File: src/rtl/gate_pkg.sv
// Shared types and constants for the two-input gate sweep tester.
package gate_pkg;
  localparam int NUM_VEC = 4;

  localparam logic [3:0] TT_OR  = 4'b1110;
  localparam logic [3:0] TT_AND = 4'b1000;
  localparam logic [3:0] TT_XOR = 4'b0110;

  typedef enum logic [1:0] {
    IDLE = 2'd0,
    RUN  = 2'd1,
    DONE = 2'd2
  } state_e;
endpackage

File: src/rtl/gate_tester_settle_timer.sv
// Loadable 4-bit down-counter that paces how long each vector is held.
module settle_timer (
  input  logic       clk,
  input  logic       rst_n,
  input  logic       load,
  input  logic [3:0] load_val,
  input  logic       dec,
  output logic       zero
);
  logic [3:0] cnt;

  always_ff @(posedge clk or negedge rst_n) begin
    if (!rst_n)                 cnt <= '0;
    else if (load)              cnt <= load_val;
    else if (dec && cnt != '0)  cnt <= cnt - 4'd1;
  end

  assign zero = (cnt == '0);
endmodule

File: src/rtl/gate_tester.sv
// Sweeps all four (a,b) vectors into a gate under test and checks x against TRUTH.
// Optional GATE_TESTER_FAILMASK_EN adds a per-vector fail_mask output.
module gate_tester
  import gate_pkg::*;
#(
  parameter logic [3:0] TRUTH  = TT_OR,
  parameter int         SETTLE = 2
) (
  input  logic       clk,
  input  logic       rst_n,
  input  logic       start,
  output logic       a,
  output logic       b,
  input  logic       x,
  output logic       busy,
  output logic       done,
  output logic       pass,
  output logic [2:0] err_cnt
`ifdef GATE_TESTER_FAILMASK_EN
  ,
  output logic [3:0] fail_mask
`endif
);
  localparam logic [3:0] LOAD_VAL = 4'(SETTLE - 1);
  localparam logic [1:0] LAST_IDX = 2'(NUM_VEC - 1);

  state_e     state;
  logic [1:0] idx;
  logic       zero;
  logic       accept, sample, mism;

  assign accept = (state == IDLE) && start;
  assign sample = (state == RUN) && zero;
  assign mism   = (x != TRUTH[idx]);

  // a,b come straight from idx so they only move on accept/sample edges
  assign a = idx[0];
  assign b = idx[1];

  settle_timer u_timer (
    .clk      (clk),
    .rst_n    (rst_n),
    .load     (accept | sample),
    .load_val (LOAD_VAL),
    .dec      (state == RUN),
    .zero     (zero)
  );

  always_ff @(posedge clk or negedge rst_n) begin
    if (!rst_n) begin
      state   <= IDLE;
      idx     <= '0;
      busy    <= 1'b0;
      done    <= 1'b0;
      pass    <= 1'b0;
      err_cnt <= '0;
    end else begin
      done <= 1'b0;
      case (state)
        IDLE: if (start) begin
          state   <= RUN;
          idx     <= '0;
          busy    <= 1'b1;
          pass    <= 1'b0;
          err_cnt <= '0;
        end
        RUN: if (zero) begin
          if (mism) err_cnt <= err_cnt + 3'd1;
          // last vector stays on a,b after the sweep
          if (idx == LAST_IDX) begin
            state <= DONE;
            done  <= 1'b1;
            busy  <= 1'b0;
            pass  <= (err_cnt == '0) && !mism;
          end else begin
            idx <= idx + 2'd1;
          end
        end
        DONE:    state <= IDLE;
        default: state <= IDLE;
      endcase
    end
  end

`ifdef GATE_TESTER_FAILMASK_EN
  always_ff @(posedge clk or negedge rst_n) begin
    if (!rst_n)              fail_mask      <= '0;
    else if (accept)         fail_mask      <= '0;
    else if (sample && mism) fail_mask[idx] <= 1'b1;
  end
`endif
endmodule

File: config.mk
export PLATFORM = sky130hd
export DESIGN_NAME = gate_tester
export DESIGN_NICKNAME = d
export VERILOG_FILES = /design/src/rtl/gate_pkg.sv /design/src/rtl/gate_tester_settle_timer.sv /design/src/rtl/gate_tester.sv
export SDC_FILE = /design/constraint.sdc
export NUM_CORES = 1
export LEC_CHECK = 0
export CORE_ASPECT_RATIO = 1.2
export CORE_UTILIZATION = 30
export CTS_CLUSTER_DIAMETER = 50
export DETAILED_ROUTE_END_ITERATION = 7
export HOLD_SLACK_MARGIN = 0.15
export PLACE_DENSITY = 0.61
export SLEW_MARGIN = 0
export SYNTH_ARGS = -nofsm -noshare
export SYNTH_HDL_FRONTEND = slang
export SYNTH_SLANG_ARGS = --single-unit
File: constraint.sdc
create_clock -name clk -period 4.3 [get_ports clk]
set_clock_uncertainty 0.2 [all_clocks]
set_input_delay 1.29 -clock clk [delete_from_list [all_inputs] [get_ports clk]]
set_output_delay 1.29 -clock clk [all_outputs]
set_load 0.01 [all_outputs]
Run 1, placement density heat map:
Bar = 10 um. The die is cut into 10 by 12 equal tiles; black is low, pale yellow is high, 0 to 100% covered.
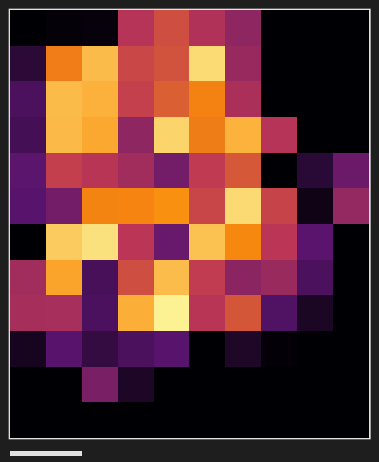
- tiles over 75% full: 14%
- nearly empty tiles: 34%
- mean over tiles: 33%
- emptiest ninth of the die: south-east

Run 1, routing congestion:
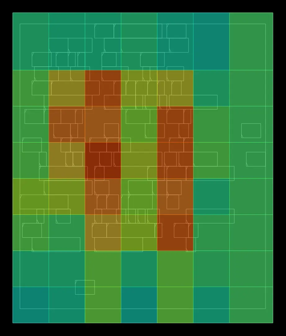
mean routed wirelength per cell: 12.2 um
met2 Use GR: 18.9%

Run 1, signal metal coverage by tile:
Bar = 10 um. The die is cut into 10 by 12 equal tiles; black is low, pale yellow is high, scaled to the fullest tile. Values are wire area over tile area, all layers added.
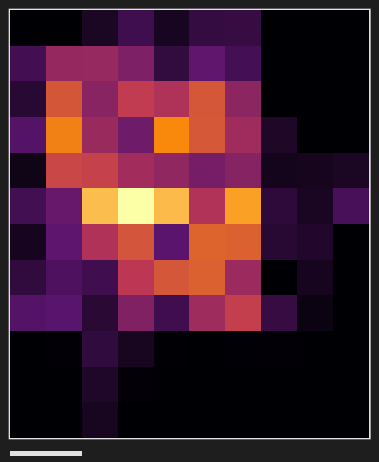
- densest ninth of the die: centre
- fullest tile: 0.40
- mean over tiles: 0.084
- tiles over half the peak: 15%
- emptiest ninth of the die: south-east
- nearly empty tiles: 36%

Run 1, M1 wires:
Bar = 10 um.
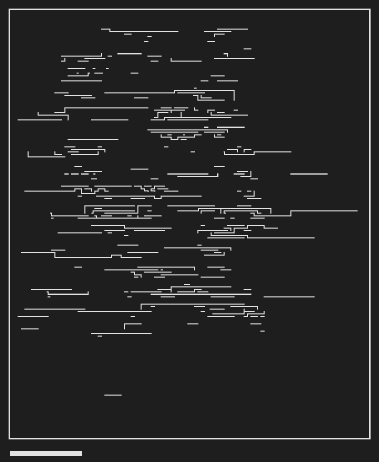
- wire length on this layer: 721 um
- nets with wire on the layer: 93
- share of all routed wire: 45%
- longest straight run: 14.3 um

==> ci_impl_report.md, run 1 <==
## PnR job results

| Metric | Value |
|---|---|
| Outcome | `finished, final reports clean` |
| Yosys xor share | `~2.1%` |
| Clk tree area frac | `between 3 and 4%` |
| Post-synth top cells | `dfrtp_1 (14), inv_1 (10), a21oi_1 (6), ha_1 (6), nand2_1 (6)` |
| Combinational power | `between 300 and 400 uW` |
| Startpoint types | `flop` |
| Clock group | `96.0 uW` |
| Final Critical Period | `about 2.8 ns` |
| Final slew viol count | `0` |
| Setup Fix Bufs, Post-CTS | `0` |
| Post-DP Area | `slightly below 1000 um2` |
| OpenROAD warnings | `29` |
| Final #Nets | `about 110` |
| FF+latch count | `14` |
| Finished Layout Cells | `131` |
| Worst Hold Launch | `busy$_DFFE_PN0P_` |
| Non-clock buffers, area share | `11.8%` |
| Synth warn | `0` |
| Drc violations | `0` |
| Routed wl met2 | `802 um` |
| Row cnt | `20` |
| CP Data Arrival Time | `1.28 ns` |
| Sw power | `274 uW` |
| Worst path cell trace | `clkdlybuf4s50_1` |
| Power Total | `680 uW` |
| Post-synth top area cell | `dfrtp_1` |
| Worst Hold End | `busy$_DFFE_PN0P_` |
| CP bufs+invs | `1` |
| Area leader share | `42.7%` |
| Max Cap Violations | `0` |
| Initial antenna violation count | `0` |
| Sequential Power Share | `34.9%` |
| Clock buffer depth | `2` |
| Avg Inst Size Synth | `between 9 and 10 um2` |
| Clk pwr share | `roughly 14%` |
| Area Growth Syn to Fin | `22.1%` |
| DR WL met3 | `between 60 and 70 um` |
| Layout cells sized above 1 | `a little under a tenth` |
| Top FF cell, synth | `dfrtp_1` |
| RR Startpoint | `u_timer.cnt[0]$_DFFE_PN0P_` |
| Vias in the first global route | `606` |
| Proportion of synthesized area in mux cells | `2.44%` |
| Slowest stage cell on the critical path | `clkdlybuf4s50_1` |
| Logic share of the area | `between 40% and 50%` |
| CP peak stage delay | `0.57 ns` |
| Reg area | `350 um2` |
| DPL Wire Length | `1180 um` |
| Core area | `2550 um2` |
| Die X-Extent | `49.7 um` |
| Inverter count | `10` |
| Top reg by flops | `u_timer.cnt` |
| Hold Vio Cnt, Final | `0` |
| Routed met1 length | `721 um` |
| Reg-to-Reg End | `pass$_DFFE_PN0P_` |
| PD cells | `679 nW/um2` |
| CTS root buffer | `clkbuf_4` |
| Logic cell area | `418 um2` |
| EDFF count, synth | `0` |
| Antenna Nets Post-Route | `0` |
| Top flop regs | `u_timer.cnt x4, err_cnt x3` |
| Aoi share | `14.7%` |
| Worst setup path start | `idx[0]$_DFFE_PN0P_` |
| Ys flops | `14` |
| CP top delay family | `buffers and inverters` |
| Synth top cell by count | `dfrtp_1` |
| Leakage power | `0.000447 uW` |
| #MultiIn Comb | `58` |
| Top cell class by occupied area | `multi-input combinational cells` |
| CTS Hold Buffers Added | `0` |
| Met3 Resource Use GR | `1.54%` |
| Layout fillers | `265` |
| Final cycle utilization of the critical path | `between 60% and 70%` |
| Num CTS Buffers | `3` |
| First-pass GRT wire length | `2620 um` |
| Crit. path cell count | `1` |
| Placer Congestion | `0.794` |
| Comb area leader | `simple AND/OR/NAND/NOR gates` |
| Unique cell types | `33` |
| Synth Seq Share | `42.7%` |
| Peak supply drop | `about 0.28 mV` |
| Chip Area | `roughly 2900 um2` |
| Reg2Reg Setup Slack | `2.42 ns` |
| Pre-CTS setup slack | `1.36 ns` |
| Required @ worst endpoint | `2.81 ns` |
| Largest net degree at the start of global routing | `15` |
| Layout Utilization | `39.2%` |
| Inst Count DP | `127` |
| CTS tree | `built` |
| Endpoints failing setup | `0` |
| Adder Share, Synth | `9.16%` |
| Initial drt markers | `17` |
| Cell Int Power | `406 uW` |
| Drt pass-1 iters | `4` |
| Latency at later pin | `about 0.28 ns` |
| Mapped cell area | `820 um2` |
| Worst-Margin Slew | `0.663 ns` |
| Clock Sinks | `14` |
| Most numerous logic cells after layout | `dfrtp_1 (14), clkdlybuf4s50_1 (11), inv_1 (10)` |
| Yosys simple share | `roughly 23%` |
| Number of clock buffers in the layout | `4` |
| RSZ-0062 raised after global routing | `false` |
| FFs w/ async S/R, synth | `100%` |
| Mapped Cells | `85` |
| Final Routed Wirelength | `1600 um` |
| DR vias/cell | `5.08` |
| Global routing usage on met1 | `15.9%` |
| Comb pwr share | `between 50 and 60%` |
| CP Capture Type | `output pin` |
| Flop share of the area | `35.0%` |
| Synth Net Count | `95` |
| Crit Path Max Fanout | `6` |
| Sequential Power | `237 uW` |
| Starting density of the core | `between 30% and 40%` |
| Synthesis area per yosys | `820 um2` |
| Clk slew on worst S/H paths | `0.09 ns` |
| Congestion Overflow GR | `0` |
| Max FFs per register | `4` |
| # H-tree levels | `1` |
| Vias | `666` |
| N_taps | `33` |
| Total GRT Usage | `12.1%` |
| Post-cts sizing count | `0` |
| Post-route setup TNS | `0 ns` |
| Non-clock buffer total of the final layout | `12` |
| Setup Crit Path Kind | `reg -> out` |
| Net Sw Frac | `between 40% and 50%` |
| End of the critical path | `a` |
| Setup WS post-layout | `1.53 ns` |
| # IOs | `12` |
| Die H | `~59 um` |
| Max Clock Freq | `between 0.3 and 0.4 GHz` |
Run 1, signal wires on met2:
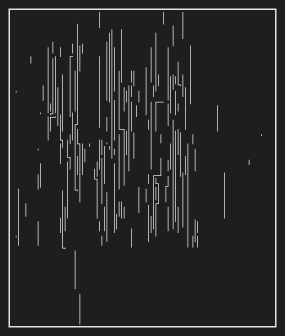

==> run 2, diff against run 1 <==
PLACE_DENSITY = 0.63   (was 0.61)
clock period = 2.2 ns   (was 4.3 ns; I/O delays follow)
Run 2, signal wires on met2:
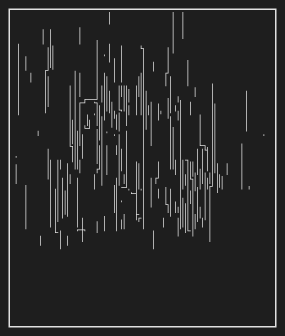
- share of all routed wire: 48%
- nets with wire on the layer: 92
- main direction: vertical
- longest straight run: 33.8 um
- wire length on this layer: 803 um

==> ci_impl_report.md, run 2 <==
## PnR job results

| Metric | Value |
|---|---|
| Outcome | `finished, final reports clean` |
| Reg area | `352 um2 (+0.36%)` |
| Largest net degree at the start of global routing | `15 (unchanged)` |
| CP top delay family | `buffers and inverters` |
| Pre-CTS setup slack | `0.0558 ns (-1.31 ns)` |
| Sw power | `542 uW (+98%)` |
| Top FF cell, synth | `dfrtp_1` |
| Routed met1 length | `769 um (+6.7%)` |
| Die X-Extent | `49.7 um (unchanged)` |
| Post-route cell area | `1030 um2` |
| # IOs | `12 (unchanged)` |
| Placer Congestion | `0.777 (-2.1%)` |
| Required @ worst endpoint | `1.34 ns (-1.47 ns)` |
| DR vias/cell | `5.11 (+0.53%)` |
| Endpoints failing setup | `0 (unchanged)` |
| Layout cells sized above 1 | `13.7% (+4.5 points)` |
| Top flop regs | `u_timer.cnt x4, err_cnt x3` |
| Routed wl met2 | `803 um (+0.12%)` |
| FF+latch count | `14 (unchanged)` |
| CP bufs+invs | `1 (unchanged)` |
| Final Critical Period | `2.11 ns` |
| Inverter count | `10 (unchanged)` |
| N_taps | `33 (unchanged)` |
| Worst-Margin Slew | `0.375 ns (-0.288 ns)` |
| Global routing usage on met1 | `16.0% (+0.058 points)` |
| Aoi share | `14.7% (unchanged)` |
| RR Startpoint | `u_timer.cnt[0]$_DFFE_PN0P_` |
| RSZ-0062 raised after global routing | `false` |
| Setup Fix Bufs, Post-CTS | `0 (unchanged)` |
| Drt pass-1 iters | `4 (unchanged)` |
| CP Data Arrival Time | `1.25 ns (-0.03 ns)` |
| Crit Path Max Fanout | `5 (-1)` |
| Net Sw Frac | `40.7% (+0.37 points)` |
| Clock group | `143 uW (+49%)` |
| Setup WS post-layout | `0.0936 ns (-1.43 ns)` |
| Startpoint types | `flop` |
| Clk slew on worst S/H paths | `0.07 ns (-0.02 ns)` |
| Yosys simple share | `22.6% (unchanged)` |
| Proportion of synthesized area in mux cells | `2.44% (unchanged)` |
| Synth warn | `0 (unchanged)` |
| CTS root buffer | `clkbuf_4` |
| Peak supply drop | `0.560 mV (+100%)` |
| Drc violations | `0 (unchanged)` |
| Area leader share | `42.7% (unchanged)` |
| Flop share of the area | `34.3% (-0.73 points)` |
| Initial drt markers | `15 (-2)` |
| Clock Sinks | `14 (unchanged)` |
| Logic share of the area | `40.7% (-1.0 points)` |
| Synthesis area per yosys | `820 um2 (unchanged)` |
| Met3 Resource Use GR | `3.59% (+2.1 points)` |
| Vias in the first global route | `689 (+14%)` |
| Final slew viol count | `0 (unchanged)` |
| Worst Hold Launch | `busy$_DFFE_PN0P_` |
| Leakage power | `0.000464 uW (+3.8%)` |
| Inst Count DP | `132 (+3.9%)` |
| Ys flops | `14 (unchanged)` |
| Worst path cell trace | `clkdlybuf4s50_1` |
| Mean routed wirelength per cell | `12.4 um (+2.0%)` |
| Core area | `2550 um2 (unchanged)` |
| Initial antenna violation count | `0 (unchanged)` |
| Layout Utilization | `40.2% (+0.98 points)` |
| DPL Wire Length | `1230 um (+4.4%)` |
| Post-cts sizing count | `0 (unchanged)` |
| Area Growth Syn to Fin | `25.2%` |
| Worst setup path start | `err_cnt[2]$_DFFE_PN0P_` |
| Pwr top | `combinational logic` |
| Max Cap Violations | `0 (unchanged)` |
| Mapped Cells | `85 (unchanged)` |
| Die H | `59.3 um (unchanged)` |
| Top cell excl fill/tap | `dfrtp_1` |
| Slowest stage cell on the critical path | `clkdlybuf4s50_1` |
| Non-clock buffer total of the final layout | `17 (+5)` |
| Clk pwr share | `10.7% (-3.4 points)` |
| Final Routed Wirelength | `1680 um (+5.1%)` |
| Final cycle utilization of the critical path | `95.7%` |
| Total GRT Usage | `13.7% (+1.6 points)` |
| Clk tree area frac | `2.20% (-1.4 points)` |
| End of the critical path | `err_cnt[2]` |
| Mapped cell area | `820 um2 (unchanged)` |
| #MultiIn Comb | `58 (unchanged)` |
| DR WL met3 | `64 um (+4.9%)` |
| CP peak stage delay | `0.56 ns (about the same)` |
| Most numerous logic cells after layout | `dfrtp_1 (13), clkdlybuf4s50_1 (11), inv_1 (10)` |
| Congestion Overflow GR | `0 (unchanged)` |
| Top cell class by occupied area | `multi-input combinational cells` |
| FFs w/ async S/R, synth | `100% (unchanged)` |
| Unique cell types | `33 (unchanged)` |
| Sequential Power | `465 uW (+96%)` |
| Final #Nets | `114 (+4.6%)` |
| Max FFs per register | `4 (unchanged)` |
| Num CTS Buffers | `3 (unchanged)` |
| Setup Crit Path Kind | `reg -> out` |
| Worst Hold End | `busy$_DFFE_PN0P_` |
| Layout fillers | `262 (-1.1%)` |
| Top reg by flops | `u_timer.cnt` |
| Clock buffer depth | `2 (unchanged)` |
| Synth Net Count | `95 (unchanged)` |
| Cell Int Power | `791 uW (+95%)` |
| Max Clock Freq | `0.475 GHz` |
| Comb area leader | `simple AND/OR/NAND/NOR gates` |
| Comb pwr share | `54.3% (+3.3 points)` |
| Starting density of the core | `32.1% (unchanged)` |
| Number of clock buffers in the layout | `3 (-1)` |
| Post-route setup TNS | `0 ns (unchanged)` |
| Logic cell area | `418 um2 (unchanged)` |
| CTS tree | `built` |
| Yosys xor share | `2.14% (unchanged)` |
| Adder Share, Synth | `9.16% (unchanged)` |
| Crit. path cell count | `1 (unchanged)` |
| # H-tree levels | `1 (unchanged)` |
| Combinational power | `724 uW (+110%)` |
| Post-synth top area cell | `dfrtp_1` |
| Synth top cell by count | `dfrtp_1` |
| PD cells | `1300 nW/um2 (+91%)` |
| Avg Inst Size Synth | `9.64 um2 (unchanged)` |
| Reg2Reg Setup Slack | `0.35 ns (-2.07 ns)` |
| CTS Hold Buffers Added | `0 (unchanged)` |
| Non-clock buffers, area share | `15.1% (+3.4 points)` |
| CP Capture Type | `output pin` |
| OpenROAD warnings | `29 (unchanged)` |
| Post-DP Area | `1000 um2 (+3.9%)` |
| Post-synth top cells | `dfrtp_1 (14), inv_1 (10), a21oi_1 (6), ha_1 (6), nand2_1 (6)` |
| Power Total | `1330 uW (+96%)` |
| Reg-to-Reg End | `pass$_DFFE_PN0P_` |
| Synth Seq Share | `42.7% (unchanged)` |
| Row cnt | `20 (unchanged)` |
| First-pass GRT wire length | `2960 um (+13%)` |
| Sequential Power Share | `34.9% (about the same)` |
| Finished Layout Cells | `135 (+3.1%)` |
| Hold Vio Cnt, Final | `0 (unchanged)` |
| Chip Area | `2950 um2 (unchanged)` |
| Latency at later pin | `0.28 ns (about the same)` |
| EDFF count, synth | `0 (unchanged)` |
| Vias | `690 (+3.6%)` |
| Antenna Nets Post-Route | `0 (unchanged)` |
| Met2 Use GR | `23.0% (+4.1 points)` |
Power is estimated from default activity; no workload was simulated.
